[src/rtl/bsg_dmc_cfg_shadow_regs.sv]
// Shadow/active config register bank for the DMC: byte-wide lines are staged in shadow and
// committed atomically while the controller is idle. Optional parity: define BSG_DMC_CFG_PARITY_EN.
module bsg_dmc_cfg_shadow_regs #(
    parameter int num_lines_p     = 14,
    parameter int line_width_p    = 8,
    parameter int ctrl_line_p     = 13,
    parameter int settle_cycles_p = 4
) (
    input  logic                                 dfi_clk_1x_i,
    input  logic                                 dfi_rst_n_i,
    input  logic [num_lines_p-1:0]               cfg_v_i,
    input  logic [num_lines_p*line_width_p-1:0]  cfg_data_i,
    input  logic                                 ctrl_idle_i,
    output logic [num_lines_p*line_width_p-1:0]  cfg_o,
    output logic                                 stall_o,
    output logic                                 sys_reset_o,
    output logic                                 stall_tx_o,
    output logic                                 commit_done_o,
    output logic [7:0]                           cfg_gen_o
`ifdef BSG_DMC_CFG_PARITY_EN
    ,
    output logic                                 parity_err_o
`endif
);

    localparam int LW = line_width_p;
    localparam int NW = num_lines_p * line_width_p;
    localparam int CW = (settle_cycles_p > 1) ? $clog2(settle_cycles_p) : 1;

    typedef enum logic [1:0] {
        IDLE   = 2'd0,
        PEND   = 2'd1,
        APPLY  = 2'd2,
        SETTLE = 2'd3
    } state_e;

`ifdef BSG_DMC_CFG_PARITY_EN
    // MSB carries even parity over the lower bits, so a good line has zero overall XOR.
    function automatic logic line_par_ok(input logic [LW-1:0] line);
        return ~(^line);
    endfunction
`endif

    state_e          state_q, state_d;
    logic [NW-1:0]   shadow_q, shadow_d;
    logic [NW-1:0]   active_q, active_d;
    logic [1:0]      ctrl_sh_q, ctrl_sh_d;
    logic [1:0]      ctrl_act_q, ctrl_act_d;
    logic [7:0]      gen_q, gen_d;
    logic [CW-1:0]   cnt_q, cnt_d;
    logic            req_q, req_d;
    logic            stall_q, stall_d;
    logic            done_q, done_d;
    logic            perr_q, perr_d;
    logic [num_lines_p-1:0] wr_ok_s;
    logic            req_set_s;
    logic            unused_ctrl_s;

    // Only bits 0..2 of the control line have meaning; the rest are deliberately ignored.
    assign unused_ctrl_s = ^cfg_data_i[ctrl_line_p*LW +: LW];

    // Write acceptance, shadow update and sticky parity error.
    always_comb begin
        wr_ok_s   = '0;
        shadow_d  = shadow_q;
        ctrl_sh_d = ctrl_sh_q;
        perr_d    = perr_q;
        for (int k = 0; k < num_lines_p; k++) begin
`ifdef BSG_DMC_CFG_PARITY_EN
            wr_ok_s[k] = cfg_v_i[k] & line_par_ok(cfg_data_i[k*LW +: LW]);
            if (cfg_v_i[k] && !wr_ok_s[k]) begin
                perr_d = 1'b1;
            end else begin
                perr_d = perr_d;
            end
`else
            wr_ok_s[k] = cfg_v_i[k];
`endif
            // The control slot in shadow stays zero; its meaningful bits live in ctrl_sh.
            if (wr_ok_s[k] && (k != ctrl_line_p)) begin
                shadow_d[k*LW +: LW] = cfg_data_i[k*LW +: LW];
            end else begin
                shadow_d[k*LW +: LW] = shadow_d[k*LW +: LW];
            end
        end
        if (wr_ok_s[ctrl_line_p]) begin
            ctrl_sh_d = cfg_data_i[ctrl_line_p*LW+1 +: 2];
        end else begin
            ctrl_sh_d = ctrl_sh_q;
        end
        req_set_s = wr_ok_s[ctrl_line_p] & cfg_data_i[ctrl_line_p*LW];
    end

    // Commit FSM: next state, apply datapath and registered flag outputs.
    always_comb begin
        state_d    = state_q;
        active_d   = active_q;
        ctrl_act_d = ctrl_act_q;
        gen_d      = gen_q;
        cnt_d      = cnt_q;
        done_d     = 1'b0;
        req_d      = req_q | req_set_s;
        case (state_q)
            IDLE: begin
                // Taking the request absorbs any same-cycle repeat: the apply still sees that write.
                if (req_q) begin
                    state_d = PEND;
                    req_d   = 1'b0;
                end else begin
                    state_d = IDLE;
                end
            end
            PEND: begin
                if (ctrl_idle_i) begin
                    state_d = APPLY;
                end else begin
                    state_d = PEND;
                end
            end
            APPLY: begin
                active_d   = shadow_q;
                ctrl_act_d = ctrl_sh_q;
                gen_d      = gen_q + 8'd1;
                done_d     = 1'b1;
                cnt_d      = CW'(settle_cycles_p - 1);
                state_d    = SETTLE;
            end
            SETTLE: begin
                if (cnt_q == '0) begin
                    state_d = IDLE;
                end else begin
                    cnt_d   = cnt_q - CW'(1);
                    state_d = SETTLE;
                end
            end
            default: begin
                state_d = IDLE;
            end
        endcase
        stall_d = (state_d != IDLE);
    end

    // State and datapath registers.
    always_ff @(posedge dfi_clk_1x_i or negedge dfi_rst_n_i) begin
        if (!dfi_rst_n_i) begin
            state_q    <= IDLE;
            shadow_q   <= '0;
            active_q   <= '0;
            ctrl_sh_q  <= 2'b00;
            ctrl_act_q <= 2'b00;
            gen_q      <= 8'd0;
            cnt_q      <= '0;
            req_q      <= 1'b0;
            stall_q    <= 1'b0;
            done_q     <= 1'b0;
            perr_q     <= 1'b0;
        end else begin
            state_q    <= state_d;
            shadow_q   <= shadow_d;
            active_q   <= active_d;
            ctrl_sh_q  <= ctrl_sh_d;
            ctrl_act_q <= ctrl_act_d;
            gen_q      <= gen_d;
            cnt_q      <= cnt_d;
            req_q      <= req_d;
            stall_q    <= stall_d;
            done_q     <= done_d;
            perr_q     <= perr_d;
        end
    end

    assign cfg_o         = active_q;
    assign stall_o       = stall_q;
    assign sys_reset_o   = ctrl_act_q[0];
    assign stall_tx_o    = ctrl_act_q[1];
    assign commit_done_o = done_q;
    assign cfg_gen_o     = gen_q;
`ifdef BSG_DMC_CFG_PARITY_EN
    assign parity_err_o  = perr_q;
`else
    logic unused_perr_s;
    assign unused_perr_s = perr_q ^ perr_d;
`endif

endmodule
[config.mk]
export PLATFORM = sky130hd
export DESIGN_NAME = bsg_dmc_cfg_shadow_regs
export DESIGN_NICKNAME = d
export VERILOG_FILES = /design/src/rtl/bsg_dmc_cfg_shadow_regs.sv
export SDC_FILE = /design/constraint.sdc
export NUM_CORES = 1
export LEC_CHECK = 0
export CAP_MARGIN = 20
export CORE_MARGIN = 2
export CORE_UTILIZATION = 49
export CTS_BUF_LIST = sky130_fd_sc_hd__clkbuf_4
export CTS_CLUSTER_DIAMETER = 30
export DETAILED_ROUTE_END_ITERATION = 10
export PLACE_DENSITY = 0.79
export SLEW_MARGIN = 20
export SYNTH_ARGS = -nofsm -noshare
export SYNTH_HDL_FRONTEND = slang
export SYNTH_SLANG_ARGS = --single-unit
[constraint.sdc]
create_clock -name dfi_clk_1x_i -period 1.8 [get_ports dfi_clk_1x_i]
set_input_delay 0.18 -clock dfi_clk_1x_i [delete_from_list [all_inputs] [get_ports dfi_clk_1x_i]]
set_output_delay 0.18 -clock dfi_clk_1x_i [all_outputs]
set_load 0.005 [all_outputs]
### Power grid, run 1

The bar under the picture is 50 um long. Pins as bars on the die edge.
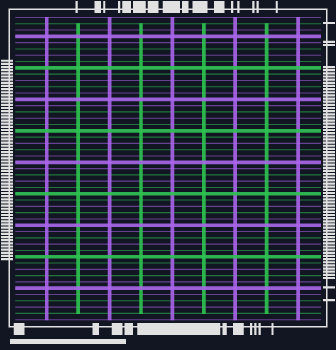
legend:
  green:
    net: VDD
  purple:
    net: VSS
rows: 48
met4 straps: 9
met1 rails: 49
met5 straps: 9
signal pins: 253
horizontal die dimension: 137 um
core area: 17,200 um2
peak supply drop: 0.000896 V

### Placed cells, one color a class, run 1

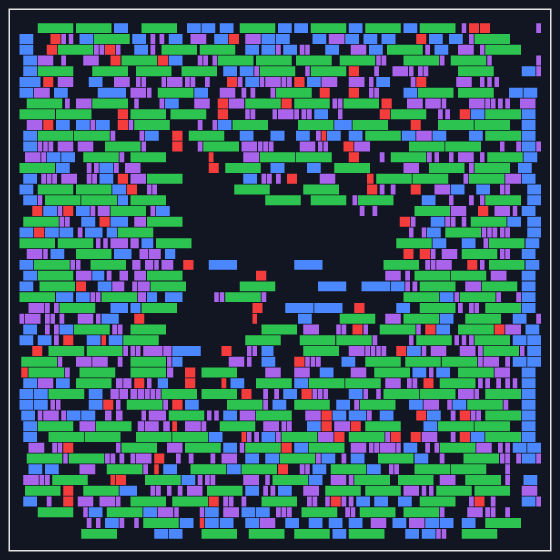
legend:
  green:
    class: sequential cells
    cells: 227
  red:
    class: clock drivers and dummy loads
    cells: 98
  blue:
    class: remaining buffers and delay cells
    cells: 257
  purple:
    class: remaining logic cells
    cells: 475

### Clock wires, drivers and flops, run 1

The bar under the picture is 50 um long.
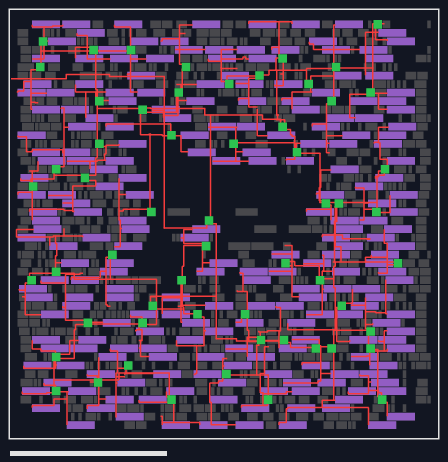
legend:
  green:
    item: clock-net drivers
    count: 58
  purple:
    item: flip-flops
    count: 227
  red:
    item: clock wires
    length: 2,890 um
flops lie: widely spread
routed clock nets: 59
worst clock skew: 0.0195 ns
Clock power frac: 0.238
clock insertion delay at the later pin of the skew report: 0.64 ns
power attributed to the clock group: 4.10 mW

==> flow_results.org, run 1 <==
#+TITLE: Implementation results

** Outcome
- Run status :: complete, no violations

** Timing
- Actual slew at the worst max-slew pin :: 0.526 ns
- Summed negative setup slack over all endpoints :: 0 ns
- The final timing report counts setup violations totalling 0.
- Timing would allow up to 0.583 GHz.

** Power and ir drop
- The power report attributes to the sequential group a share of 0.429.
- The switching portion of total power comes to 0.303.
- Total power consumption of the routed design :: 17.2 mW
- Combinational share of power :: 0.333
- Largest power group :: registers

** Global route
- Met1 usage in global routing :: 0.262
- The first global-routing pass estimated 31,900 um of wire.
- Grt ovf :: 0
- Met3 layer usage reported by global route :: 0.0759
- Pin count of the biggest net entering global routing :: 109
- Total global-route track usage over all layers is 0.217.

** Yosys
- Yosys stat cell total :: 742
- Synthesized chip area reported by yosys :: 8600 um2
- Of the total synthesized cell area, the portion taken by AND, OR, NAND and NOR gates is 0.151.
- Dominant comb cell :: simple AND/OR/NAND/NOR gates
- Post-synth top area share :: 0.660
- The cell-mix breakdown from Yosys lists the compound-gate area share as 0.00553.
- Of the total synthesized cell area, the portion taken by XOR and XNOR cells is 0.00713.
- Gate count after technology mapping :: 742
- Number of enable-type register cells in the synthesized netlist :: 0
- Sorting the synthesized cells by how often they occur yields sky130_fd_sc_hd__nand2_1, sky130_fd_sc_hd__dfrtp_1, sky130_fd_sc_hd__mux2_2, sky130_fd_sc_hd__clkbuf_1, sky130_fd_sc_hd__buf_4.
- Number of unique standard cell types used by synthesis :: 22

** Worst hold path
- Looking at hold timing, the worst path starts from cfg_data_i[104].

** Worst setup path
- Across all register-to-register paths, the minimum setup slack is 0.41 ns.
- The slowest stage of the critical path is the sky130_fd_sc_hd__clkdlybuf4s50_1 cell.
- The longest incremental delay of any stage on the critical path is reported as 0.55 ns.
- Startpoint of the lowest-slack register-to-register path :: state_q[0]
- Worst path arrival time :: 1.54 ns
- Largest delay share family, worst path :: buffers and inverters
- STA classifies the critical path endpoint as a primary output.

** Route
- Wire length on met3 :: 1630 um
- Wire length after detailed routing :: 19,500 um
- In this run, the number of DRC markers left after iteration 0 of detailed routing was 185.

** Layout
- Multi-input gate share of total cell area :: 0.222
- Final cell count without fillers :: 1,283
- Repair and plain buffers :: 257
- The filler cells instantiated in the layout total 1,317.
- Clock buf count :: 86
- By area, registers come first.
- The final layout contains 1,150 nets.

** Floorplan
- The share of the core area taken by cells at floorplan is 0.499.
- According to the tapcell log, the count of inserted taps is 225.
- Number of placed I/O pins :: 253

** Placement
- According to the dpl log, the detail-placed design has an HPWL of 12,900 um.
- STA on the placed design reports a worst setup slack of 0.367 ns.
- In this run the tool buffered the top-level ports with 239 buffer cells.
- At the end of routability-driven placement, the weighted congestion stood at 0.774.

** Clock network
- Per the TritonCTS log, the buffer count is 58.
- The number of setup buffers added after CTS is 4.
- Clock slew at reported path FFs :: 0.07 ns
- In this run the number of H-tree levels came out at 2.
- Number of resized instances in the post-cts repair step :: 3
- CTS root buf :: sky130_fd_sc_hd__clkbuf_4
- In this run, post-CTS hold repair placed 3 buffers.

** Job
- Max Cap Violations :: 0
==> inputs of run 2 (changes only) <==
PLACE_DENSITY = 0.93   (was 0.79)
### The clock network, run 2

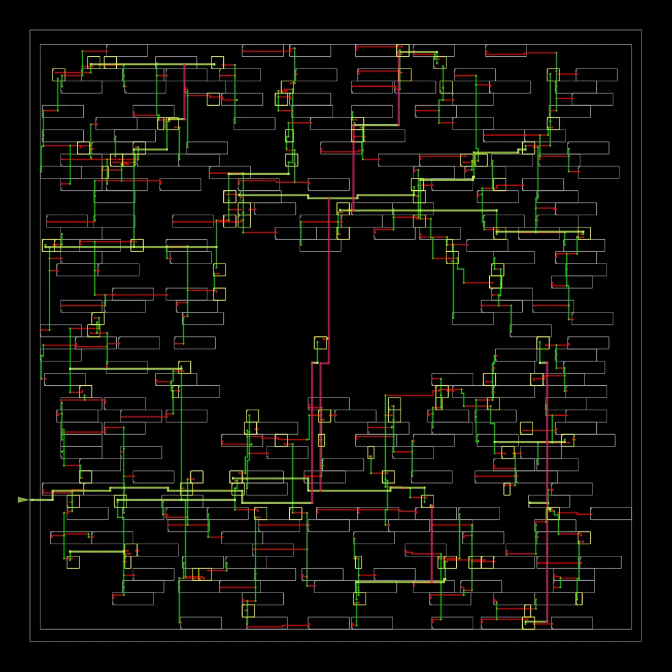
clock buf count: 84
Flops: 227
worst clock skew: 0.0328 ns
total number of clock tree sinks: 227
power attributed to the clock group: 4.08 mW

==> flow_results.org, run 2 <==
#+TITLE: Implementation results

** Yosys
- Post-synth top area share :: 0.660 (unchanged)
- The dominant kind of combinational cell is simple AND/OR/NAND/NOR gates (unchanged).
- The yosys cell count is 742 (unchanged).
- Number of unique standard cell types used by synthesis :: 22 (unchanged)
- The synthesized-area fraction occupied by and/or/nand/nor cells is 0.151 (unchanged).
- Number of enable-type register cells in the synthesized netlist :: 0 (unchanged)
- The synthesized chip area reported by yosys is 8600 um2 (unchanged).
- The count of mapped cells out of synthesis was 742 (unchanged).

** Timing
- Actual slew at the worst max-slew pin :: 0.622 ns (was 0.526 ns)
- Summed negative setup slack over all endpoints :: 0 ns (unchanged)
- Setup-failing EPs final :: 0 (unchanged)
- The maximum clock frequency was 0.584 GHz (was 0.583 GHz).

** Clock network
- Hold-fix buffer count after cts :: 1 (was 3)

** Power and ir drop
- Net switching fraction of the power :: 0.309 (was 0.303)
- Largest power group :: registers (unchanged)
- The part of the power in the clock network was 0.237 (was 0.238).
- The post-route total power is 17.3 mW (was 17.2 mW).

** Route
- Wire length on met3 :: 1770 um (was 1630 um)

** Outcome
- Run status: complete, no violations (unchanged).

** Global route
- The total routing resource utilization after global routing is 0.223 (was 0.217).
- The total overflow reported by the global router was 0 (unchanged).
- The largest net degree at the start of global routing was 109 (unchanged).
- Met1 usage in global routing :: 0.249 (was 0.262)
- Met3 layer usage reported by global route :: 0.0837 (was 0.0759)
- First-pass GRT wire length :: 32,800 um (was 31,900 um)

** Floorplan
- Starting density of the core :: 0.499 (unchanged)
- The number of ports placed on the die boundary came to 253 (unchanged).

** Placement
- The placement-stage worst setup slack is 0.261 ns (was 0.367 ns).
- The half-perimeter wire length after placement was 13,900 um (was 12,900 um).

** Layout
- The biggest area consumer among cell classes is registers (unchanged).
- The multi-input gate share of total cell area came to 0.223 (was 0.222).
- Repair and plain buffers :: 260 (was 257)

** Worst setup path
- The arrival time of data at the critical path endpoint is 1.53 ns (was 1.54 ns).
- Type of element capturing the critical path :: primary output (unchanged)
- Startpoint of the lowest-slack register-to-register path :: state_q[0] (unchanged)
- Crit-path max cell delay :: 0.56 ns (was 0.55 ns)
Power is estimated from default activity; no workload was simulated.
